<file path="src/rtl/decode_stage.sv">
// decode_stage: registered MIPS instruction-decode stage.
//   Classifies the accepted word into a one-hot type vector, extracts
//   rs/rt/write-register/immediate fields and operand-read flags, and
//   registers the bundle with a one-cycle latency behind a valid/ready
//   handshake. A load-use hazard against the previously issued lw inserts
//   exactly one bubble. Illegal words bump a saturating counter.
// Ports:
//   clk, rst_n (async low), flush (sync kill of contents + hazard state)
//   in_valid/in_ready/in_instr/in_pc     upstream side
//   out_valid/out_ready/out_*            decoded bundle
//   err_count                            saturating illegal-instruction count
module decode_stage #(
  parameter  int EXT_ISA = 0,
  parameter  int CNT_W   = 8,
  localparam int TYPE_W  = (EXT_ISA != 0) ? 21 : 12
) (
  input  logic              clk,
  input  logic              rst_n,
  input  logic              flush,
  input  logic              in_valid,
  output logic              in_ready,
  input  logic [31:0]       in_instr,
  input  logic [31:0]       in_pc,
  output logic              out_valid,
  input  logic              out_ready,
  output logic [TYPE_W-1:0] out_type,
  output logic [31:0]       out_instr,
  output logic [31:0]       out_pc,
  output logic [4:0]        out_rs,
  output logic [4:0]        out_rt,
  output logic [4:0]        out_wreg,
  output logic [31:0]       out_imm32,
  output logic              out_uses_rs,
  output logic              out_uses_rt,
  output logic [CNT_W-1:0]  err_count
);

  typedef enum logic {RUN, BUBBLE} st_t;

  typedef struct packed {
    logic [TYPE_W-1:0] typ;
    logic [4:0]        wreg;
    logic [31:0]       imm;
    logic              urs;
    logic              urt;
  } dec_t;

  localparam logic EXT = (EXT_ISA != 0);

  st_t        st, st_nx;
  dec_t       dec, q;
  logic [4:0] prev_ld;
  logic [20:0] tf;
  logic       r_arith, slot_free, hazard, accept, bubble;
  logic [31:0] pc4;

  // ---- combinational decode of the incoming word ----
  always_comb begin
    tf  = '0;
    pc4 = in_pc + 32'd4;
    if (in_instr[31:26] == 6'b000000) begin
      case (in_instr[5:0])
        6'b100001: tf[0]  = 1'b1;
        6'b100011: tf[1]  = 1'b1;
        6'b001000: tf[9]  = 1'b1;
        6'b000000: tf[10] = 1'b1;
        6'b100000: tf[12] = EXT;
        6'b100010: tf[13] = EXT;
        6'b100100: tf[14] = EXT;
        6'b100101: tf[15] = EXT;
        6'b101010: tf[16] = EXT;
        6'b001001: tf[20] = EXT;
        default:   ;
      endcase
    end else begin
      case (in_instr[31:26])
        6'b001101: tf[2]  = 1'b1;
        6'b100011: tf[3]  = 1'b1;
        6'b101011: tf[4]  = 1'b1;
        6'b000100: tf[5]  = 1'b1;
        6'b001111: tf[6]  = 1'b1;
        6'b000010: tf[7]  = 1'b1;
        6'b000011: tf[8]  = 1'b1;
        6'b001000: tf[17] = EXT;
        6'b001100: tf[18] = EXT;
        6'b000101: tf[19] = EXT;
        default:   ;
      endcase
    end
    // anything unmatched (including extended words in the base build) is err
    if (tf == '0) tf[11] = 1'b1;

    r_arith = tf[0] | tf[1] | (|tf[16:12]);

    dec.typ = tf[TYPE_W-1:0];

    if (r_arith | tf[10] | tf[20])                  dec.wreg = in_instr[15:11];
    else if (tf[2] | tf[3] | tf[6] | tf[17] | tf[18]) dec.wreg = in_instr[20:16];
    else if (tf[8])                                 dec.wreg = 5'd31;
    else                                            dec.wreg = 5'd0;

    if (tf[2] | tf[18])     dec.imm = {16'h0, in_instr[15:0]};
    else if (tf[6])         dec.imm = {in_instr[15:0], 16'h0};
    else if (tf[7] | tf[8]) dec.imm = {pc4[31:28], in_instr[25:0], 2'b00};
    else                    dec.imm = {{16{in_instr[15]}}, in_instr[15:0]};

    dec.urs = r_arith | tf[9] | tf[20] | tf[2] | tf[3] | tf[4] | tf[5] |
              tf[17] | tf[18] | tf[19];
    dec.urt = r_arith | tf[10] | tf[4] | tf[5] | tf[19];
  end

  // ---- handshake / hazard ----
  assign slot_free = !out_valid || out_ready;
  assign hazard    = in_valid && (prev_ld != 5'd0) &&
                     ((dec.urs && in_instr[25:21] == prev_ld) ||
                      (dec.urt && in_instr[20:16] == prev_ld));
  assign in_ready  = rst_n && slot_free && !hazard && !flush;
  assign accept    = in_valid && in_ready;
  assign bubble    = (st == RUN) && hazard && slot_free && !flush;

  always_comb begin
    st_nx = st;
    if (flush)              st_nx = RUN;
    else if (st == BUBBLE)  st_nx = RUN;
    else if (bubble)        st_nx = BUBBLE;
  end

  always_ff @(posedge clk or negedge rst_n) begin
    if (!rst_n) st <= RUN;
    else        st <= st_nx;
  end

  // ---- output register, hazard register, error counter ----
  always_ff @(posedge clk or negedge rst_n) begin
    if (!rst_n) begin
      out_valid <= 1'b0;
      q         <= '0;
      out_instr <= '0;
      out_pc    <= '0;
      prev_ld   <= '0;
      err_count <= '0;
    end else if (flush) begin
      out_valid <= 1'b0;
      prev_ld   <= '0;
    end else if (slot_free) begin
      if (bubble) begin
        out_valid <= 1'b0;
        prev_ld   <= '0;
      end else if (accept) begin
        out_valid <= 1'b1;
        q         <= dec;
        out_instr <= in_instr;
        out_pc    <= in_pc;
        // only a just-issued lw can create a load-use dependency
        prev_ld   <= dec.typ[3] ? dec.wreg : 5'd0;
        if (dec.typ[11] && err_count != {CNT_W{1'b1}})
          err_count <= err_count + 1'b1;
      end else begin
        out_valid <= 1'b0;
      end
    end
  end

  assign out_type    = q.typ;
  assign out_wreg    = q.wreg;
  assign out_imm32   = q.imm;
  assign out_uses_rs = q.urs;
  assign out_uses_rt = q.urt;
  assign out_rs      = out_instr[25:21];
  assign out_rt      = out_instr[20:16];

endmodule

</file>
<file path="config.mk">
export PLATFORM = sky130hd
export DESIGN_NAME = decode_stage
export DESIGN_NICKNAME = d
export VERILOG_FILES = /design/src/rtl/decode_stage.sv
export SDC_FILE = /design/constraint.sdc
export NUM_CORES = 1
export LEC_CHECK = 0
export CORE_MARGIN = 2
export CORE_UTILIZATION = 42
export DETAILED_ROUTE_END_ITERATION = 6
export PLACE_DENSITY = 0.75
export SYNTH_ARGS = -nofsm -noshare
export SYNTH_HDL_FRONTEND = slang
export SYNTH_SLANG_ARGS = --single-unit
export TNS_END_PERCENT = 10
</file>
<file path="constraint.sdc">
create_clock -name clk -period 2.45 [get_ports clk]
set_clock_uncertainty 0.15 [all_clocks]
set_input_delay 0.3675 -clock clk [delete_from_list [all_inputs] [get_ports clk]]
set_output_delay 0.3675 -clock clk [all_outputs]
set_load 0.01 [all_outputs]
</file>
Run 1, signal wires on met1:
(2 px per micron) Supply wires on this layer in grey.
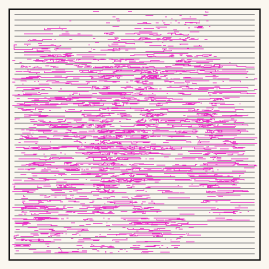
- longest straight run: 33.6 microns
- main direction: horizontal
met1 usage in global routing: 0.284
Vias: 5144

Run 1, clock wires, drivers and flops:
(3 px per micron)
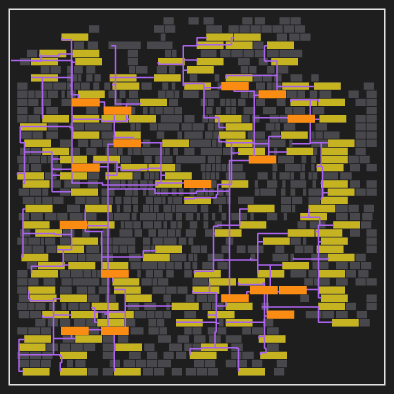
- yellow: flip-flops (count 130)
- purple: clock wires (length 1620 microns)
- orange: clock drivers (count 17)
- routed clock nets: 18
- flops lie: widely spread
clock-net power: 2.45 mW
fraction of power consumed by the clock network: 0.341
worst-skew pair later-pin latency: 0.41 ns

Run 1, cell density map:
(3 px per micron) 12 x 12 tiles, from white (low) to dark blue (high), 0 to 100% covered.
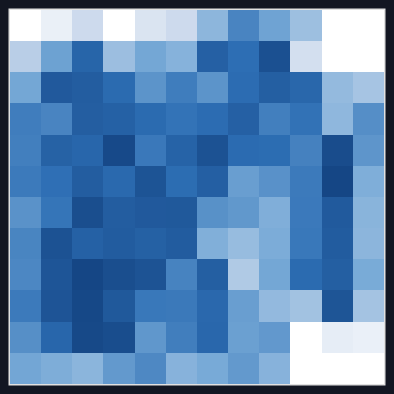
- tiles over 75% full: 39%
- fullest tile: 91%
- emptiest ninth of the die: lower right
- mean over tiles: 60%
- nearly empty tiles: 6.9%
initial standard-cell utilization of the core: 0.425
core box area: 14400 sq um
Final Util: 0.668

==> notes.md, run 1 <==
Entering global routing, the biggest net connects 105 pins. The layout report lists the combined flip-flop and latch area as 3250 sq um. The worst hold-check path type was in -> reg. The number of setup buffers added after CTS is 1. Multi-input gate share of the layout cell area: 0.287. The tools report the capturing element type of the critical path as an output port. With the number of hold buffers added after CTS at 1, the final number of setup-violating endpoints is 110.

The count of multi-input gates came out at 322. The fraction of synthesized cell area in xor and xnor cells works out to 0.0258. After layout, the buffer instance count without clock buffers stands at 282. Signal nets in the final route climb as high as met4.

The antenna diode count was 1; the area growth from synthesis to layout was 56.9%. The period utilization works out to 1.14. The synthesized design contains 0 enable-type register cells. In this run the power spent charging and discharging nets is 1.88 mW. Actual transition at the worst max-transition pin: 0.610 ns. The number of sequential cells reported for the layout is 130. The AND-OR/OR-AND share of the synthesized area is 0.0921.

Of the combinational cells, the family taking the most area is multiplexers. Looking at the reg2reg group, the worst path ends at out_pc[29]$_DFFE_PN0P_. Per the cell usage report, the commonest logic cells after layout are sky130_fd_sc_hd__clkdlybuf4s50_1 (191), sky130_fd_sc_hd__dfrtp_1 (130), sky130_fd_sc_hd__mux2_2 (76), sky130_fd_sc_hd__buf_4 (68), sky130_fd_sc_hd__o21ai_0 (33).

Per the post-place timing report, worst setup slack is -0.756 ns. Arrival time at the worst endpoint: 2.28 ns. In the routed layout, each cell is associated on average with a via count of 5.40. The flow ran to the end, but the final reports show violations. The tools report the post-synthesis chip area from yosys as 6110 sq um. Setup repair after global routing could not meet its margin everywhere. The summed instance area of the synthesized netlist was 6110 sq um. The final timing report lists a hold violation count of 0.

Summed over all nets, wire length on met3 after detailed routing comes to 1620 microns. The tools report the number of global-route vias before repair as 5294. The finished cells cover 9590 sq um. The run gives 22 for the count of clock-net buffers in the final layout. STA classifies the critical path startpoint as a flop. The worst-case headroom to the max-slew limit is 0.594, and the total grt overflow is 0. After synthesis the netlist holds a flip-flop and latch count of 130.

For this block, the initial DRC count from the detailed router was 324. The CTS log lists the clock sinks for this run as 130. The floorplan die area was 15500 sq um. Register share after synthesis: 0.532.

With the sequential-cell power consumption at 2.77 mW, the die height is 125 microns. The proportion of cell area occupied by registers was 0.339; the worst-case reg-to-reg path depth was 9. The combinational group share of total power is 0.273.

The first global-routing pass estimated 28800 microns of wire. By area the synthesized netlist is led by sky130_fd_sc_hd__dfrtp_1 (53%), sky130_fd_sc_hd__mux2_2 (14%), sky130_fd_sc_hd__mux2_4 (6.9%). TritonCTS built the clock tree. For this run the detailed placement stage logged an HPWL of 13300 microns. Leaving out the clock tree, the finished layout contains an inverter count of 2. The tools report the met2 track demand over resource in global routing as 0.390.

For the total chip power, the log shows 7.18 mW. With the switching part of the total at 0.263, the global routing usage on met3 is 0.0855. Post-CTS clock slew at the launch and capture registers of the worst setup and hold paths: 0.06 ns. The final reports fail on negative setup slack.

The synthesized instance count is 494. The tools report the layout filler cell count as 1044. The run gives 0 for the number of warning messages in the yosys log. For the post-placement cell count, the log shows 912. The maximum fanout encountered on the critical timing path works out to 2.

The multiplexer share of the synthesized area was 0.212. In the per-layer breakdown of the detailed-route log, met1 shows 7460 microns. The internal portion of the total power is 5.29 mW. The final layout reports a setup TNS of -13.24 ns.

The logs give 4 for the level count of the clock H-tree and -0.351 ns for the smallest setup slack after layout.
==> run 1: sequential cells by signal (all words and copies together) (netlist names) <==
| name | flops |
|---|---|
| err_count | 8 |
| out_imm32 | 32 |
| out_instr | 32 |
| out_pc | 32 |
| out_type | 12 |
| out_uses_rs | 1 |
| out_uses_rt | 1 |
| out_valid | 1 |
| out_wreg | 5 |
| prev_ld | 5 |
| st | 1 |
==> run 1: worst max-delay path, cell delays in order, from the launching register on <==
cell and delay, ns:
sky130_fd_sc_hd__dfrtp_1 0.37, sky130_fd_sc_hd__or4_4 0.55, sky130_fd_sc_hd__o21ai_4 0.22, sky130_fd_sc_hd__nor4_4 0.09, sky130_fd_sc_hd__a22o_4 0.28, sky130_fd_sc_hd__nor4b_4 0.19
sky130_fd_sc_hd__buf_2 0.16
==> run 2: changes to the inputs <==
--- a/config.mk
+++ b/config.mk
@@ -8,7 +8,7 @@
 export CORE_MARGIN = 2
 export CORE_UTILIZATION = 42
 export DETAILED_ROUTE_END_ITERATION = 6
-export PLACE_DENSITY = 0.75
+export PLACE_DENSITY = 0.78
 export SYNTH_ARGS = -nofsm -noshare
 export SYNTH_HDL_FRONTEND = slang
 export SYNTH_SLANG_ARGS = --single-unit
==> constraint.sdc (replaced) <==
create_clock -name clk -period 2.45 [get_ports clk]
set_clock_uncertainty 0.15 [all_clocks]
set_input_delay 0.3675 -clock clk [delete_from_list [all_inputs] [get_ports clk]]
set_output_delay 0.3675 -clock clk [all_outputs]
set_load 0.05 [all_outputs]
Run 2, the clock network:
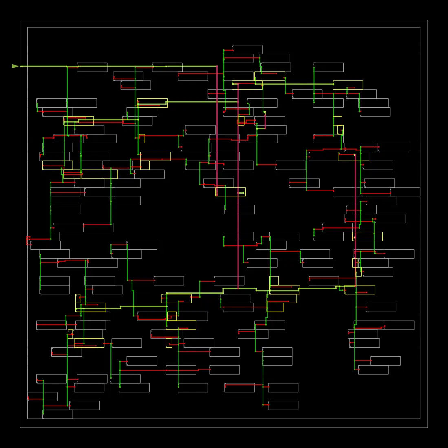
clock-net power: 2.37 mW
clock buffer instance count of the final layout: 22
worst-skew pair later-pin latency: 0.42 ns
sequential cells: 130
total clock buffers created by CTS: 17

==> run 2 against run 1 <==
Effect of this change: the run still ends with negative setup slack left; largest power group is now combinational cells; routed wire length up 2.8%; fmax down 2.6%; die area unchanged; first-iteration DRC count down 0.93%; critical endpoint unchanged.
==> notes.md, run 2 <==
On the critical path the largest part of the delay comes from simple AND/OR/NAND/NOR gates. Max fanout on the critical path was recorded as 2. The net switching power in the latest report is 3.22 mW.

The met2 track demand over resource in global routing is 0.399, and the ratio of total power to cell area is 871 nW/um^2. STA classifies the critical path startpoint as a flop. The synthesized design contains 130 register bits. The sequential-cell power consumption was 2.78 mW; the sequential cell area in the final layout was 3250 sq um. The period utilization is 1.17, and the internal power is 5.19 mW. STA shows the worst reg2reg path with a cell count of 9. For the met1 track demand over resource, the log shows 0.295. Clock network power share: 0.282. For this design, the slowest cell found on the critical path is sky130_fd_sc_hd__or4_4. Detailed placement finished with a half-perimeter wire length of 14000 microns.

For the register share after synthesis, the log shows 0.532. The run gives 8.41 mW for the total chip power. Entering global routing, the biggest net connects 57 pins. With the multi-input gate share of the layout cell area at 0.287, the number of global-route vias before repair is 5428. Detailed routing placed a total of 1650 microns of wire on met3. The longest individual stage delay on the worst path was 0.55 ns. The final reports fail on negative setup slack. Detailed-route via count: 5254. The signal on the critical path passes through or4_4 -> o21ai_4 -> nor4_4 -> a22o_4 -> nor4b_4 -> buf_12. The antenna diode count was 1; the number of hold violations in the final report was 0. In the routed layout, each cell is associated on average with a via count of 5.44. The tools report the global routing usage on met3 as 0.0928. Setup repair after global routing could not meet its margin everywhere. The tools report the post-synthesis chip area from yosys as 6110 sq um. The level count of the clock H-tree is 4. Worst hold-check path type: reg -> reg. The filler cells instantiated in the layout total 1030. The end-of-flow timing check tallies setup violations at 112. 204 I/O pins were placed. After routing the design area is 9650 sq um.

Walking the critical path from launch to capture passes 6 cell instances. The starting density of the core came out at 0.425. The flow ran to the end, but the final reports show violations. The sum of buffers and inverters on the critical path was 1; the area growth from synthesis to layout was 57.9%.

Signal nets in the final route climb as high as met4. The max-slew violation count was 0; the number of warning messages in the yosys log was 0. For this run, combinational gates with multiple inputs come to 323. For this run the aggregate overflow at the end of global routing stands at 0. At the pin with the least slew margin, the transition time is 0.702 ns. The end of the worst register-to-register path was out_pc[14]$_DFFE_PN0P_. For the core outline area, the log shows 14400 sq um. For this design, the sink count on the clock tree is 130. The first global-routing pass estimated 29800 microns of wire.

Timing analysis after detailed placement gives a worst setup slack of -0.570 ns. With the summed instance area of the synthesized netlist at 6110 sq um, the worst-case headroom to the max-slew limit is 0.532. By area the synthesized netlist is led by sky130_fd_sc_hd__dfrtp_1 (53%), sky130_fd_sc_hd__mux2_2 (14%), sky130_fd_sc_hd__mux2_4 (6.9%). The final layout report lists a non-clock inverter count of 2. Yosys mapped a number of flops with a built-in enable equal to 0. After detailed routing, the wire length on met1 is 7620 microns. The switching part of the total was 0.383; the count of mapped cells out of synthesis was 494. Counting plain and timing-repair buffers in the layout gives 293. Leaving out fill and tap cells, the most frequent cells in the layout are sky130_fd_sc_hd__clkdlybuf4s50_1 (190), sky130_fd_sc_hd__dfrtp_1 (130), sky130_fd_sc_hd__mux2_2 (76), sky130_fd_sc_hd__buf_4 (76), sky130_fd_sc_hd__o21ai_0 (34). Measured along the y axis, the die boundary spans 125 microns. The run gives 1 as the initial antenna violation count.

For the worst setup path, the data arrival time is 2.36 ns. TritonCTS built the clock tree. For the combinational group share of total power, the log shows 0.388. STA classifies the critical path endpoint as an output port. The run gives -0.425 ns as the smallest setup slack after layout. Per the placement report, the placed cell count is 920. The logs give 1 for the number of hold buffers added after CTS and 321 for the number of DRC markers after the initial detailed-route iteration.

The run gives 0.672 for the final core area utilization.
==> run 2: netlist changes by cell type in the layout (fill, tap and decap cells not counted), sizes merged, moves of 2 or more <==
| cell | previous run | this run |
|---|---|---|
| buf | 77 | 88 |
| dlymetal6s2s | 10 | 0 |
| clkinvlp | 2 | 4 |
| dlygate4sd2 | 0 | 11 |
==> run 2: cell families (layout without fill, tap and decap cells) <==
kind of cell             count (synthesis)  count (layout)  synth area share
flip-flops                             130             130             0.532
AND/OR/NAND/NOR                        109             110            0.0966
multiplexers                           106             106             0.212
AND-OR/OR-AND                           88              88            0.0921
buffers and inverters                   42             327            0.0391
XOR/XNOR                                18              18            0.0258
adder cells (fa/ha/maj)                  1               1           0.00205
other                                    0               1                 0
Power is estimated from default activity; no workload was simulated.
